==> images/clk_routes.png <==
Drawn at 6 px/micron.
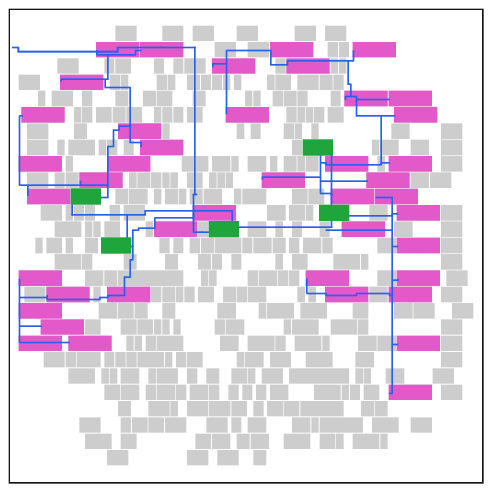
==> images/logic_types.png <==
Drawn at 4 px/micron.
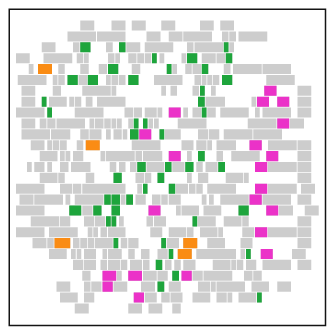
==> images/clocks.png <==
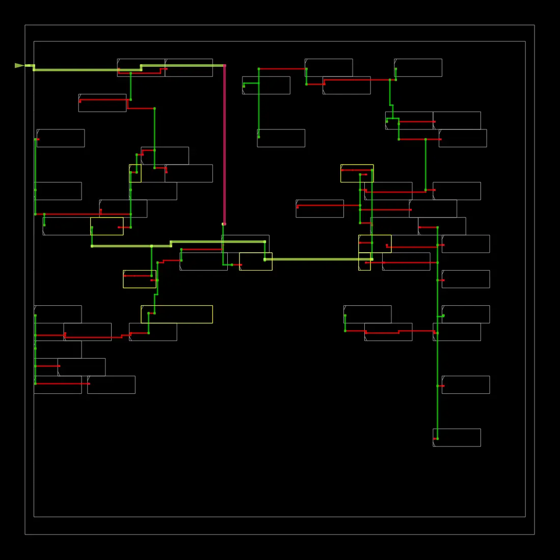
File: config.mk
export PLATFORM = sky130hd
export DESIGN_NAME = alu_mutation_scanner
export DESIGN_NICKNAME = d
export VERILOG_FILES = /design/src/rtl/alu_scan_pkg.sv /design/src/rtl/alu_golden_model.sv /design/src/rtl/alu_mutation_scanner.sv
export SDC_FILE = /design/constraint.sdc
export NUM_CORES = 1
export LEC_CHECK = 0
export CAP_MARGIN = 20
export CORE_UTILIZATION = 45
export CTS_CLUSTER_SIZE = 14
export DETAILED_ROUTE_END_ITERATION = 8
export GPL_TIMING_DRIVEN = 0
export PLACE_DENSITY = 0.69
export SYNTH_ARGS = -nofsm -noshare
export SYNTH_HDL_FRONTEND = slang
export SYNTH_SLANG_ARGS = --single-unit
File: constraint.sdc
create_clock -name clk -period 5 [get_ports clk]
set_clock_uncertainty 0.2 [all_clocks]
set_input_delay 1 -clock clk [delete_from_list [all_inputs] [get_ports clk]]
set_output_delay 1 -clock clk [all_outputs]
set_load 0.01 [all_outputs]
File: src/rtl/alu_scan_pkg.sv
// Shared constants, opcode encodings and FSM state type for the ALU mutation scanner.
package alu_scan_pkg;

  localparam int unsigned OPND_W    = 4;
  localparam int unsigned OP_W      = 3;
  localparam int unsigned VEC_IDX_W = 11;
  localparam int unsigned CNT_W     = 12;
  localparam int unsigned SETTLE_W  = 3;
  localparam int unsigned MASK_W    = 8;

  localparam logic [OP_W-1:0] OP_ADD = 3'd0;
  localparam logic [OP_W-1:0] OP_SUB = 3'd1;
  localparam logic [OP_W-1:0] OP_AND = 3'd2;
  localparam logic [OP_W-1:0] OP_OR  = 3'd3;
  localparam logic [OP_W-1:0] OP_XOR = 3'd4;
  localparam logic [OP_W-1:0] OP_EQ  = 3'd5;
  localparam logic [OP_W-1:0] OP_LT  = 3'd6;
  localparam logic [OP_W-1:0] OP_NOP = 3'd7;

  typedef enum logic [1:0] {
    IDLE = 2'd0,
    SCAN = 2'd1,
    FIN  = 2'd2
  } state_e;

  // Lowest enabled opcode above cur_op (or equal when incl); MSB flags that one exists.
  function automatic logic [OP_W:0] find_op(input logic [MASK_W-1:0] mask,
                                            input logic [OP_W-1:0]   cur_op,
                                            input logic              incl);
    logic [OP_W:0] res;
    res = '0;
    for (int i = int'(MASK_W) - 1; i >= 0; i--) begin
      if (mask[i] && ((i > int'(cur_op)) || (incl && (i == int'(cur_op))))) begin
        res = {1'b1, OP_W'(i)};
      end
    end
    return res;
  endfunction

endpackage

File: src/rtl/alu_golden_model.sv
// Combinational reference 4-bit ALU used to judge the ALU under test.
module alu_golden_model
  import alu_scan_pkg::*;
(
  input  logic [OPND_W-1:0] a_i,
  input  logic [OPND_W-1:0] b_i,
  input  logic [OP_W-1:0]   op_i,
  output logic [OPND_W-1:0] exp_result_c,
  output logic              exp_zero_c
);

  always_comb begin
    exp_result_c = '0;
    case (op_i)
      OP_ADD:  exp_result_c = a_i + b_i;
      OP_SUB:  exp_result_c = a_i - b_i;
      OP_AND:  exp_result_c = a_i & b_i;
      OP_OR:   exp_result_c = a_i | b_i;
      OP_XOR:  exp_result_c = a_i ^ b_i;
      OP_EQ:   exp_result_c = (a_i == b_i) ? OPND_W'(1) : '0;
      OP_LT:   exp_result_c = (a_i < b_i) ? OPND_W'(1) : '0;
      OP_NOP:  exp_result_c = '0;
      default: exp_result_c = '0;
    endcase
  end

  assign exp_zero_c = (exp_result_c == '0);

endmodule

File: src/rtl/alu_mutation_scanner.sv
// Sweeps an external ALU through every enabled {op,A,B} vector and compares it to a golden model.
// Define ALU_SCAN_ZERO_CHECK_EN to also compare the ALU zero flag.
module alu_mutation_scanner
  import alu_scan_pkg::*;
#(
  parameter int unsigned       SETTLE       = 0,
  parameter logic [MASK_W-1:0] OPMASK       = 8'hFF,
  parameter bit                STOP_ON_KILL = 1'b1
) (
  input  logic              clk,
  input  logic              rst,
  input  logic              start,
  output logic              busy,
  output logic              done,
  output logic              killed,
  output logic [OPND_W-1:0] alu_a,
  output logic [OPND_W-1:0] alu_b,
  output logic [OP_W-1:0]   alu_op,
  input  logic [OPND_W-1:0] alu_result,
  input  logic              alu_zero,
  output logic [OPND_W-1:0] fail_a,
  output logic [OPND_W-1:0] fail_b,
  output logic [OP_W-1:0]   fail_op,
  output logic [CNT_W-1:0]  mismatch_cnt
);

  state_e              state_q;
  logic                busy_q, done_q, killed_q;
  logic [OPND_W-1:0]   a_q, b_q, fail_a_q, fail_b_q;
  logic [OP_W-1:0]     op_q, fail_op_q;
  logic [CNT_W-1:0]    cnt_q;
  logic [SETTLE_W-1:0] settle_q;

  logic [OPND_W-1:0]   exp_result_c;
  logic                exp_zero_c;
  logic                mismatch_c;
  logic [OP_W:0]       first_op_c, next_op_c;
  logic                sample_c, last_vec_c, stop_c;
  logic [OPND_W-1:0]   a_d, b_d;
  logic [OP_W-1:0]     op_d;

  alu_golden_model u_golden (
    .a_i          (a_q),
    .b_i          (b_q),
    .op_i         (op_q),
    .exp_result_c (exp_result_c),
    .exp_zero_c   (exp_zero_c)
  );

`ifdef ALU_SCAN_ZERO_CHECK_EN
  assign mismatch_c = (alu_result != exp_result_c) || (alu_zero != exp_zero_c);
`else
  logic unused_zero_c;
  assign unused_zero_c = alu_zero ^ exp_zero_c;
  assign mismatch_c    = (alu_result != exp_result_c);
`endif

  assign first_op_c = find_op(OPMASK, '0, 1'b1);
  assign next_op_c  = find_op(OPMASK, op_q, 1'b0);
  assign sample_c   = (settle_q == SETTLE_W'(SETTLE));
  assign last_vec_c = (a_q == '1) && (b_q == '1) && !next_op_c[OP_W];
  assign stop_c     = last_vec_c || (mismatch_c && STOP_ON_KILL);

  // Next vector in {op, A, B} ascending order; disabled opcodes are jumped over directly.
  always_comb begin
    b_d  = b_q + OPND_W'(1);
    a_d  = a_q;
    op_d = op_q;
    if (b_q == '1) begin
      a_d = a_q + OPND_W'(1);
      if (a_q == '1) begin
        op_d = next_op_c[OP_W-1:0];
      end
    end
  end

  always_ff @(posedge clk) begin
    if (rst) begin
      state_q   <= IDLE;
      busy_q    <= 1'b0;
      done_q    <= 1'b0;
      killed_q  <= 1'b0;
      a_q       <= '0;
      b_q       <= '0;
      op_q      <= '0;
      fail_a_q  <= '0;
      fail_b_q  <= '0;
      fail_op_q <= '0;
      cnt_q     <= '0;
      settle_q  <= '0;
    end else begin
      done_q <= 1'b0;
      case (state_q)
        IDLE: begin
          if (start) begin
            killed_q  <= 1'b0;
            fail_a_q  <= '0;
            fail_b_q  <= '0;
            fail_op_q <= '0;
            cnt_q     <= '0;
            settle_q  <= '0;
            a_q       <= '0;
            b_q       <= '0;
            op_q      <= first_op_c[OP_W-1:0];
            if (first_op_c[OP_W]) begin
              state_q <= SCAN;
              busy_q  <= 1'b1;
            end else begin
              state_q <= FIN;
              done_q  <= 1'b1;
            end
          end
        end
        SCAN: begin
          if (!sample_c) begin
            settle_q <= settle_q + SETTLE_W'(1);
          end else begin
            settle_q <= '0;
            if (mismatch_c) begin
              cnt_q    <= cnt_q + CNT_W'(1);
              killed_q <= 1'b1;
              if (!killed_q) begin
                fail_a_q  <= a_q;
                fail_b_q  <= b_q;
                fail_op_q <= op_q;
              end
            end
            if (stop_c) begin
              state_q <= FIN;
              busy_q  <= 1'b0;
              done_q  <= 1'b1;
            end else begin
              a_q  <= a_d;
              b_q  <= b_d;
              op_q <= op_d;
            end
          end
        end
        FIN: begin
          state_q <= IDLE;
        end
        default: begin
          state_q <= IDLE;
          busy_q  <= 1'b0;
        end
      endcase
    end
  end

  assign busy         = busy_q;
  assign done         = done_q;
  assign killed       = killed_q;
  assign alu_a        = a_q;
  assign alu_b        = b_q;
  assign alu_op       = op_q;
  assign fail_a       = fail_a_q;
  assign fail_b       = fail_b_q;
  assign fail_op      = fail_op_q;
  assign mismatch_cnt = cnt_q;

endmodule

==> results.ini <==
[power]
p_leak_nw = 1.19

[critical_path]
endpoint = alu_a[3]
path_depth = 12
cp_common_cell = or3_1
required_ps = 5020
cp_num_buf_inv = 3
cp.arrival_ps = 4080
cpLargestDelayFamily = simple AND/OR/NAND/NOR gates

[cts]
cts.hold.buffers_added = 0
path_clk_slew_ps = 80
post_cts_buffers = 0

[status]
status = complete, no violations

[final_layout]
fin_area_sq_um = 3280
drive_gt1_frac = 0.0650
diodes = 0
stdcell_count = 441
logic_area_sq_um = 1650
fin_util = 0.588

[floorplan]
die_y_microns = 78.7

[placement]
place_ws_ps = 986
dp_hpwl_microns = 5060
io_buffers = 43

[logic_synthesis]
avgSynthCellArea_sq_um = 8.32
ys_sh_xor = 0.0265
yosysMostFrequentCell = dfxtp_1
ys_seq_frac = 0.318
syn_inst = 318
synth-async-reset-ratio = 0
ys_ff = 42

[min_path]
hold_path_depth = 1

[final_timing]
setup_viol = 0
finalSetupTns_ps = 0

[grt]
grt_pass1_wl_microns = 11400

Notes on clk_routes.png above:
Blue shows clock wires, length 485 microns. Green shows clock drivers, count 5. Magenta shows flip-flops, count 42.
There are 6 routed clock nets.
Latency at later pin: 290 ps
Clk. pwr: 0.261 mW
clock network power share: 0.356

Notes on logic_types.png above:
Orange shows mux cells, cells 5, most used mux2i_1. Magenta shows non-inverting ao/oa cells, cells 21, most used a22o_1. Green shows nand cells, cells 49, most used nand2_1.
most numerous logic cell after layout: clkdlybuf4s50_1
logic share of the area: 0.503

Notes on clocks.png above:
flop count: 42
clock sink count: 42
CTS Buf Count: 5
clock buf count: 5

## routing by layer
metal  wire (microns)  track usage
met1             3500        0.348
met2             2960        0.357
met3              396       0.0349
met4               24       0.0389
met5                0            0
## report_power, final
group | leakage (nW) | total, mW | internal (mW) | switching (mW)
sequential | 0.339 | 0.347 | 0.341 | 0.00578
clock | 0.0579 | 0.261 | 0.147 | 0.114
combinational | 0.797 | 0.125 | 0.0440 | 0.0809
total | 1.19 | 0.733 | 0.532 | 0.201
## state kept, by name, summed over array words and instances, names as in the netlist
| name | count |
|---|---|
| mismatch_cnt | 12 |
| fail_b | 4 |
| killed | 1 |
| alu_b | 4 |
| alu_op | 3 |
| alu_a | 4 |
| done | 1 |
| fail_a | 4 |
| fail_op | 3 |
| busy | 1 |
| settle_q | 3 |
| state_q | 2 |
No activity file was given, so power comes from the tool's default toggle rates.
